<file path="config.mk">
export PLATFORM = sky130hd
export DESIGN_NAME = fetch_stage
export DESIGN_NICKNAME = d
export VERILOG_FILES = /design/src/rtl/fetch_stage_pkg.sv /design/src/rtl/fetch_hold_buf.sv /design/src/rtl/fetch_stage.sv
export SDC_FILE = /design/constraint.sdc
export NUM_CORES = 1
export LEC_CHECK = 0
export CAP_MARGIN = 20
export CORE_MARGIN = 2
export CORE_UTILIZATION = 30
export DETAILED_ROUTE_END_ITERATION = 7
export DONT_BUFFER_PORTS = 1
export HOLD_SLACK_MARGIN = 0.03
export SYNTH_ARGS = -nofsm -noshare
export SYNTH_HDL_FRONTEND = slang
export SYNTH_HIERARCHICAL = 1
export SYNTH_SLANG_ARGS = --single-unit
export TNS_END_PERCENT = 100
</file>
<file path="constraint.sdc">
create_clock -name clk -period 3 [get_ports clk]
set_clock_uncertainty 0.1 [all_clocks]
set_input_delay 0.3 -clock clk [delete_from_list [all_inputs] [get_ports clk]]
set_output_delay 0.3 -clock clk [all_outputs]
set_load 0.01 [all_outputs]
</file>
<file path="src/rtl/fetch_stage_pkg.sv">
`default_nettype none
// ============================================================================
//  Module : fetch_stage_pkg
//  Brief  : Shared types, constants and helpers for the instruction-fetch stage
//  Rev    : 1.0  initial release
// ============================================================================
package fetch_stage_pkg;

  // Fetch control states
  typedef enum logic [2:0] {
    ST_FETCH = 3'd0,  // free to issue a read
    ST_WAIT  = 3'd1,  // read outstanding
    ST_HOLD  = 3'd2,  // returned word parked while decode stalls
    ST_DROP  = 3'd3,  // outstanding read belongs to a squashed path
    ST_HALT  = 3'd4   // stopped on a HALT instruction
  } fetch_state_t;

  localparam logic [15:0] DEFAULT_NOP     = 16'h0800;
  localparam logic [4:0]  DEFAULT_HALT_OP = 5'b00000;

  // Sequential PC step; 16-bit wrap is intentional
  function automatic logic [15:0] pc_step(input logic [15:0] pc);
    return pc + 16'd2;
  endfunction

endpackage
`default_nettype wire

</file>
<file path="src/rtl/fetch_hold_buf.sv">
`default_nettype none
// ============================================================================
//  Module : fetch_hold_buf
//  Brief  : One-entry instruction buffer (16-bit word + full flag) that keeps
//           a returned word while decode is stalled
//  Rev    : 1.0  initial release
// ============================================================================
module fetch_hold_buf (
  input  logic        clk,
  input  logic        rst,
  input  logic        load,
  input  logic        clear,
  input  logic [15:0] data_in,
  output logic [15:0] data,
  output logic        full
);

  // Clear beats load so a redirect always empties the buffer
  always_ff @(posedge clk or posedge rst) begin
    if (rst) begin
      data <= 16'h0000;
      full <= 1'b0;
    end else if (clear) begin
      full <= 1'b0;
    end else if (load) begin
      data <= data_in;
      full <= 1'b1;
    end
  end

endmodule
`default_nettype wire

</file>
<file path="src/rtl/fetch_stage.sv">
`default_nettype none
// ============================================================================
//  Module : fetch_stage
//  Brief  : Instruction-fetch stage: owns the PC, talks to a multi-cycle
//           instruction memory, feeds F/D and drives the 3-stage flush chain
//  Rev    : 1.0  initial release
// ============================================================================
module fetch_stage
  import fetch_stage_pkg::*;
#(
  parameter logic [15:0] RESET_PC  = 16'h0000,
  parameter logic [15:0] NOP_INSTR = DEFAULT_NOP,
  parameter logic [4:0]  HALT_OP   = DEFAULT_HALT_OP
) (
  input  logic        clk,
  input  logic        rst,
  input  logic        stall,
  input  logic        redirect,
  input  logic [15:0] redirect_pc,
  output logic        imem_rd,
  output logic [15:0] imem_addr,
  input  logic [15:0] imem_data,
  input  logic        imem_done,
  input  logic        imem_stall,
  output logic [15:0] instr,
  output logic [15:0] pc_inc,
  output logic        valid,
  output logic        flush,
  output logic        flush_again,
  output logic        flush_final,
  output logic        halted
);

  fetch_state_t state, next_state;
  logic [15:0]  pc, next_pc;
  logic [15:0]  deliver_data;
  logic [15:0]  hold_data;
  logic         hold_full;
  logic         issue, deliver, hb_load, hb_clear;

  fetch_hold_buf u_hold_buf (
    .clk     (clk),
    .rst     (rst),
    .load    (hb_load),
    .clear   (hb_clear),
    .data_in (imem_data),
    .data    (hold_data),
    .full    (hold_full)
  );

  assign issue = (state == ST_FETCH) & ~stall & ~imem_stall & ~redirect;

  // Next-state, next-PC and delivery decision; redirect overrides everything
  always_comb begin
    next_state   = state;
    next_pc      = pc;
    deliver      = 1'b0;
    deliver_data = hold_data;
    hb_load      = 1'b0;
    hb_clear     = 1'b0;
    if (redirect) begin
      next_pc  = redirect_pc;
      hb_clear = 1'b1;
      // A read still in flight must be absorbed before issuing on the new path
      next_state = (((state == ST_WAIT) || (state == ST_DROP)) && !imem_done)
                   ? ST_DROP : ST_FETCH;
    end else begin
      case (state)
        ST_FETCH: begin
          if (issue) begin
            if (imem_done) begin
              deliver      = 1'b1;
              deliver_data = imem_data;
            end else begin
              next_state = ST_WAIT;
            end
          end
        end
        ST_WAIT: begin
          if (imem_done) begin
            if (stall) begin
              hb_load    = 1'b1;
              next_state = ST_HOLD;
            end else begin
              deliver      = 1'b1;
              deliver_data = imem_data;
            end
          end
        end
        ST_HOLD: begin
          if (!stall && hold_full) begin
            deliver  = 1'b1;
            hb_clear = 1'b1;
          end
        end
        ST_DROP: begin
          if (imem_done) next_state = ST_FETCH;
        end
        ST_HALT: begin
          next_state = ST_HALT;
        end
        default: next_state = ST_FETCH;
      endcase
      if (deliver) begin
        next_pc    = pc_step(pc);
        next_state = (deliver_data[15:11] == HALT_OP) ? ST_HALT : ST_FETCH;
      end
    end
  end

  // State, PC and the registered tail of the flush chain
  always_ff @(posedge clk or posedge rst) begin
    if (rst) begin
      state       <= ST_FETCH;
      pc          <= RESET_PC;
      flush_again <= 1'b0;
      flush_final <= 1'b0;
    end else begin
      state       <= next_state;
      pc          <= next_pc;
      flush_again <= redirect;
      flush_final <= flush_again;
    end
  end

  // Outputs are forced quiet while reset is held, independent of the clock
  assign imem_rd   = issue & ~rst;
  assign imem_addr = pc;
  assign valid     = deliver & ~rst;
  assign instr     = valid ? deliver_data : NOP_INSTR;
  assign pc_inc    = pc_step(pc);
  assign flush     = redirect & ~rst;
  assign halted    = (state == ST_HALT);

endmodule
`default_nettype wire
</file>
==> run_1/sizes.png <==
Scale bar: 20 um.
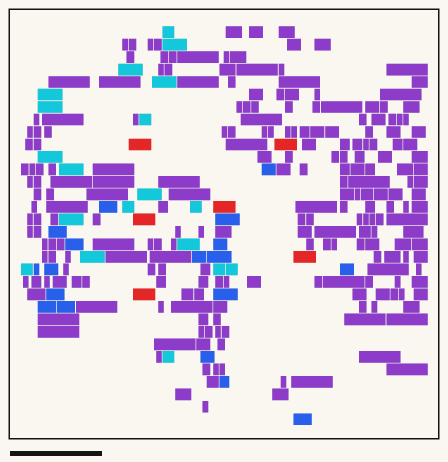
[_3 and _4 cells] cyan | cells: 19 | share: 7.0%
[_6 and larger] red | cells: 6 | share: 2.2%
[_2 cells] blue | cells: 18 | share: 6.6%
[_0 and _1 cells] purple | cells: 228 | share: 84%
Repair and plain buffers: 24
final instance area: 0.00271 mm2
post-route setup slack: 280 ps
Layout area overhead: 13.4%

==> run_1/detail.png <==
Region (55, 8) to (85, 38) um. Cells in grey, sequential cells in the stronger grey; small squares are vias.
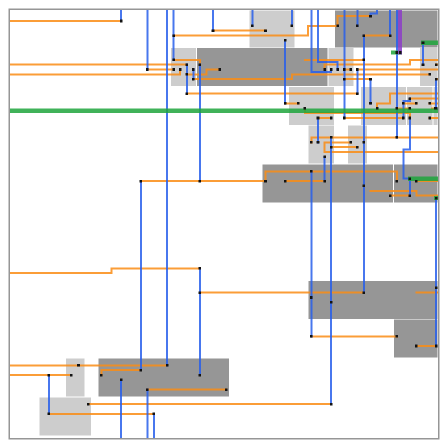
[metal 1] orange
[metal 2] blue
[metal 3] green
[metal 4] purple
netlist names of flops here include: imem_addr (4), flush_again (1)
cells with their middle in the window: 16
most frequent: dfrtp_1 (5), o21ai_0 (3), nand2_1 (2)
sequential cells in the window: 5

==> results.cfg, run 1 <==
; implementation run metrics
[outcome]
status = finished, final reports clean

[pwr]
power_sequential_w = 0.000797
swShare_pct = 34.1
maxPowerGroup = registers
p_int_w = 0.00107
largest_voltage_drop_on_the_vdd_net_v = 0.000209

[layout]
flop_area_um2 = 951
lay_top_cells = sky130_fd_sc_hd__nand2_1 (38), sky130_fd_sc_hd__dfrtp_1 (38), sky130_fd_sc_hd__o21ai_0 (27)
layout.area.top_class = combinational gates
sequential_cell_total = 38
post_route_cells_drive_above_1_share_pct = 15.9
finalCoreUtilization_pct = 35.0
clk_buf = 6
share_of_the_final_layout_cell_area_in_multi_input_gates_pct = 48.2
layout.buffer.nonclock.area_share_pct = 8.13

[floorplan]
fp-row-count = 32
design.die.area_mm2 = 0.00869
core_mm2 = 0.00773
floorplan.tapcells = 102
floorplan.initialDensity_pct = 30.9

[detailed_routing]
detail_route.first_pass.iterations = 4
initialDrtViolationCount = 71
antenna_left = 0

[place]
io_buffer_count = 0

[yosys]
synth-simple-area-share_pct = 17.7
syn_avg_cell_area_um2 = 9.22
ys_area_mm2 = 0.00239
post_synth_num_cell_types = 44
synthesis.area_mm2 = 0.00239
yosys-dominant-comb-family = simple AND/OR/NAND/NOR gates

[cts]
post_cts_repair_timing_setup_buffer_count = 0
cts_buffers = 5
clock-root-buffer = sky130_fd_sc_hd__clkbuf_8

[worst_setup_path]
worstPathRequired_ps = 2600
start_to_end_type_of_the_worst_setup_path = reg2out
worstReg2RegStart = state[0]$_DFFE_PP0P_
critical_path_cell_count = 6
critical_path.max_stage_delay_ps = 570

[final_timing]
slew_viol_final = 0
grt_setup_unrepaired = no
layout_min_cycle_time_ps = 2720
tightest_slew_ps = 810

[global_routing]
met3_usage_pct = 3.79
grt_use_met2_pct = 24.9
busiest_layer = met2
groute.layer.met1.usage_pct = 18.5
grt_pass1_wl_um = 10100
grt_usage_pct = 14.9

[min_path]
hold-path-cell-count = 2
==> run_1/clocks.png <==
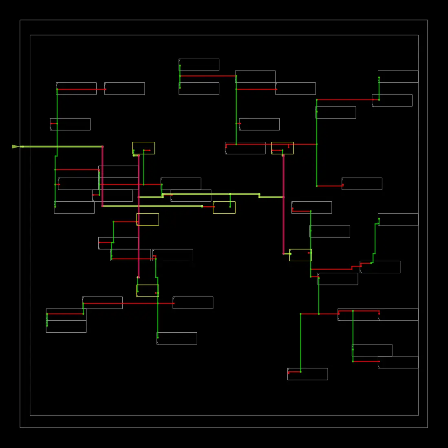
worst skew pair latency: 290 ps
CTS sink cnt: 38

[run 1: stage by stage]
| step | std cells | power, W | setup slack [ps] | hold slack, ps | instance area [um2] |
|---|---|---|---|---|---|
| 4_1_cts | 373 | 0.00164 | 261 | 30.4 | 2710 |
| 6_report | 373 | 0.00162 | 280 | 51.2 | 2710 |
| 2_1_floorplan | 259 | 0.00116 | 826 | 126 | 2390 |
| 5_1_grt | 373 | 0.00174 | 123 | 33.1 | 2710 |
| 3_3_place_gp | 351 | 0.00124 | 629 | 162 | 2460 |
| 3_5_place_dp | 351 | 0.00125 | 592 | 163 | 2460 |
[run 1: registers in the layout (all words and copies together), names as in the netlist]
signal and count:
flush_again 1, u_hold_buf/full 1, flush_final 1, state 3, imem_addr 16, u_hold_buf/data 16
==> inputs of run 2 (changes only) <==
Settings changed: CELL_PAD_IN_SITES_DETAIL_PLACEMENT set to 1, CELL_PAD_IN_SITES_GLOBAL_PLACEMENT set to 1, PLACE_DENSITY_LB_ADDON set to 0.1, SETUP_SLACK_MARGIN set to 0.1.
==> run_2/detail.png <==
Region (55, 8) to (85, 38) um. Cells in grey, sequential cells in the stronger grey; small squares are vias.
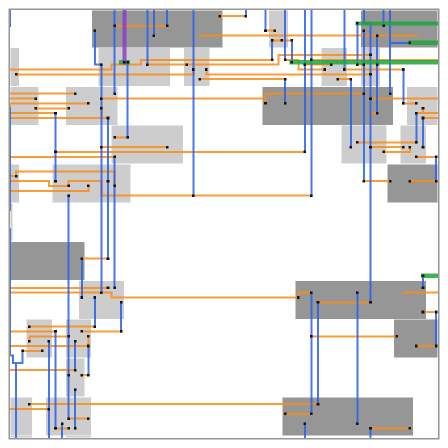
[metal 1] orange
[metal 3] green
[metal 2] blue
[metal 4] purple
most frequent: dfrtp_1 (6), o21ai_0 (4)
cells with their middle in the window: 22
sequential cells in the window: 6
netlist names of flops here include: imem_addr (4)

==> run_2/sizes.png <==
Scale bar: 20 um.
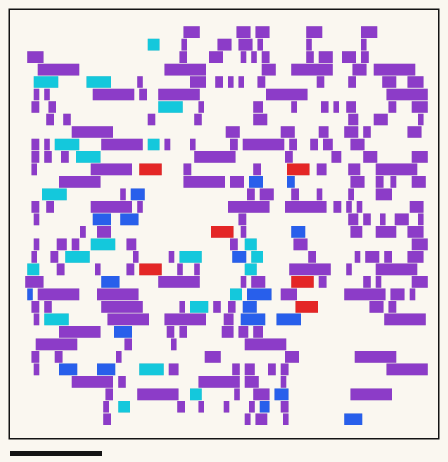
[_2 cells] blue | cells: 19 | share: 7.0%
[_6 and larger] red | cells: 6 | share: 2.2%
[_0 and _1 cells] purple | cells: 226 | share: 83%
[_3 and _4 cells] cyan | cells: 21 | share: 7.7%
final instance area: 0.00271 mm2
Layout area overhead: 13.5%
post-route setup slack: 400 ps
Repair and plain buffers: 23

==> run 2 against run 1 <==
  * Area after synthesis is the same
  * Critical path depth is the same
  * Maximum frequency grew 4.6%
  * Largest power group unchanged
  * Highest routed layer unchanged
==> results.cfg, run 2 <==
; implementation run metrics
[outcome]
status = finished, final reports clean

[pwr]
pwr_density_cell_mw_per_mm2 = 610
power.total_w = 0.00165
swShare_pct = 34.8
p_int_w = 0.00108
p_clk_share_pct = 22.6
combinationalPowerShare_pct = 29.3
power_sequential_w = 0.000795
maxPowerGroup = registers
largest_voltage_drop_on_the_vdd_net_v = 0.000182
power_leakage_nw = 1.07

[final_timing]
maxClockFrequency_ghz = 0.385
grt_setup_unrepaired = no
tightest_slew_ps = 812
final_hold_viol_count = 0
slew_viol_final = 0
whs_ps = 32.9
layout_min_cycle_time_ps = 2600

[layout]
finalNonFillerCells = 374
post_route_cells_drive_above_1_share_pct = 16.9
finalCoreUtilization_pct = 35.1
design.final.nets = 310
lay_top_cells = sky130_fd_sc_hd__nand2_1 (38), sky130_fd_sc_hd__dfrtp_1 (38), sky130_fd_sc_hd__o21ai_0 (27)

[yosys]
yosys-dominant-comb-family = simple AND/OR/NAND/NOR gates
floorplan_net_count = 298
netlist_top_cells_count = sky130_fd_sc_hd__dfrtp_1 (38), sky130_fd_sc_hd__nand2_1 (38), sky130_fd_sc_hd__o21ai_0 (27)
synth.cellmix.compoundShare_pct = 16.4
ys_area_mm2 = 0.00239
flop_cell = sky130_fd_sc_hd__dfrtp_1
yosys-stat-cells = 259
syn_avg_cell_area_um2 = 9.22
synth_adder_area_share_pct = 0.524
synthesis_warning_total = 6
edf_count = 0
synth-simple-area-share_pct = 17.7
yosys.stat.seqShare_pct = 39.8
synth.area.mux_share_pct = 10.0
post_synth_num_cell_types = 44
synthesis.area_mm2 = 0.00239
synth-async-reset-ratio_pct = 100
yosys.area_share.xor_xnor_pct = 9.91

[worst_setup_path]
timing.rr.end = u_hold_buf/data[13]$_DFFE_PP0P_
worst-endpoint-arrival_ps = 2200
critical_path_cell_count = 6
depth_of_the_most_critical_reg_to_reg_path = 4
start_to_end_type_of_the_worst_setup_path = reg2out
crit_path_end_kind = primary output
path_cells = nor4b_2 -> o21a_2 -> nor2_1 -> or3_4 -> inv_2 -> o221a_1
critical_path.max_stage_delay_ps = 460
worstReg2RegStart = state[0]$_DFFE_PP0P_
worstPathRequired_ps = 2600
timing.critical_path.from_type = register
cp-startpoint = state[1]$_DFFE_PP0P_
path_buffers = 1
crit_end = instr[14]
critPathMaxFanout = 15

[global_routing]
grt_pass1_wl_um = 11200
grt_usage_pct = 16.7
grt_pass1_vias = 2093

[cts]
clock-root-buffer = sky130_fd_sc_hd__clkbuf_8
cts_repair_resize_count = 0
cts_buffers = 5
cts_tree = done
tritoncts_num_sinks = 38
cts_hold_repair.buffers = 13
clock_insertion_delay_worst_skew_ps = 300
post_cts_repair_timing_setup_buffer_count = 0

[place]
setup_slack_at_placement_ps = 481
dp_wirelength_um = 4820
detailed_place.area_mm2 = 0.00247
cells_after_dpl = 352
io_buffer_count = 0

[floorplan]
design.die.area_mm2 = 0.00869
fp-row-count = 32
die.size.y_um = 93.2
core_mm2 = 0.00773
floorplan.initialDensity_pct = 30.9

[detailed_routing]
detail_route.first_pass.iterations = 4
initialDrtViolationCount = 25
antenna_left = 0

[job]
max-cap-violations = 0

[min_path]
timing.hold.worst.start = redirect_pc[13]
hold-path-cell-count = 2
min-delay-path-class = in2reg
[run 2: cell counts after synthesis]
No cell type changed its count.
[run 2: kinds of logic after synthesis]
logic type,Yosys count
fa+ha+maj,1
simple gates,83
compound gates,68
flops,38
mux,18
xor+xnor,27
buf+inv,24
[run 2: metal layers]
layer | global-route usage [%] | share of wire, % | wire [um]
met1 | 20.2 | 44 | 3120
met4 | 5.64 | 1.7 | 118
met3 | 5.56 | 7.1 | 501
met5 | 0 | 0 | 0
met2 | 28.0 | 47 | 3320
[run 2: area by class of cell]
cell class / count / area, um2
Inverter: 6 / 22.5
Multi-Input combinational cell: 197 / 1310
Clock inverter: 1 / 5.00
Timing Repair Buffer: 23 / 208
Clock buffer: 7 / 86.3
Fill cell: 913 / 5020
Tap cell: 102 / 128
Sequential cell: 38 / 951
No activity file was given, so power comes from the tool's default toggle rates.
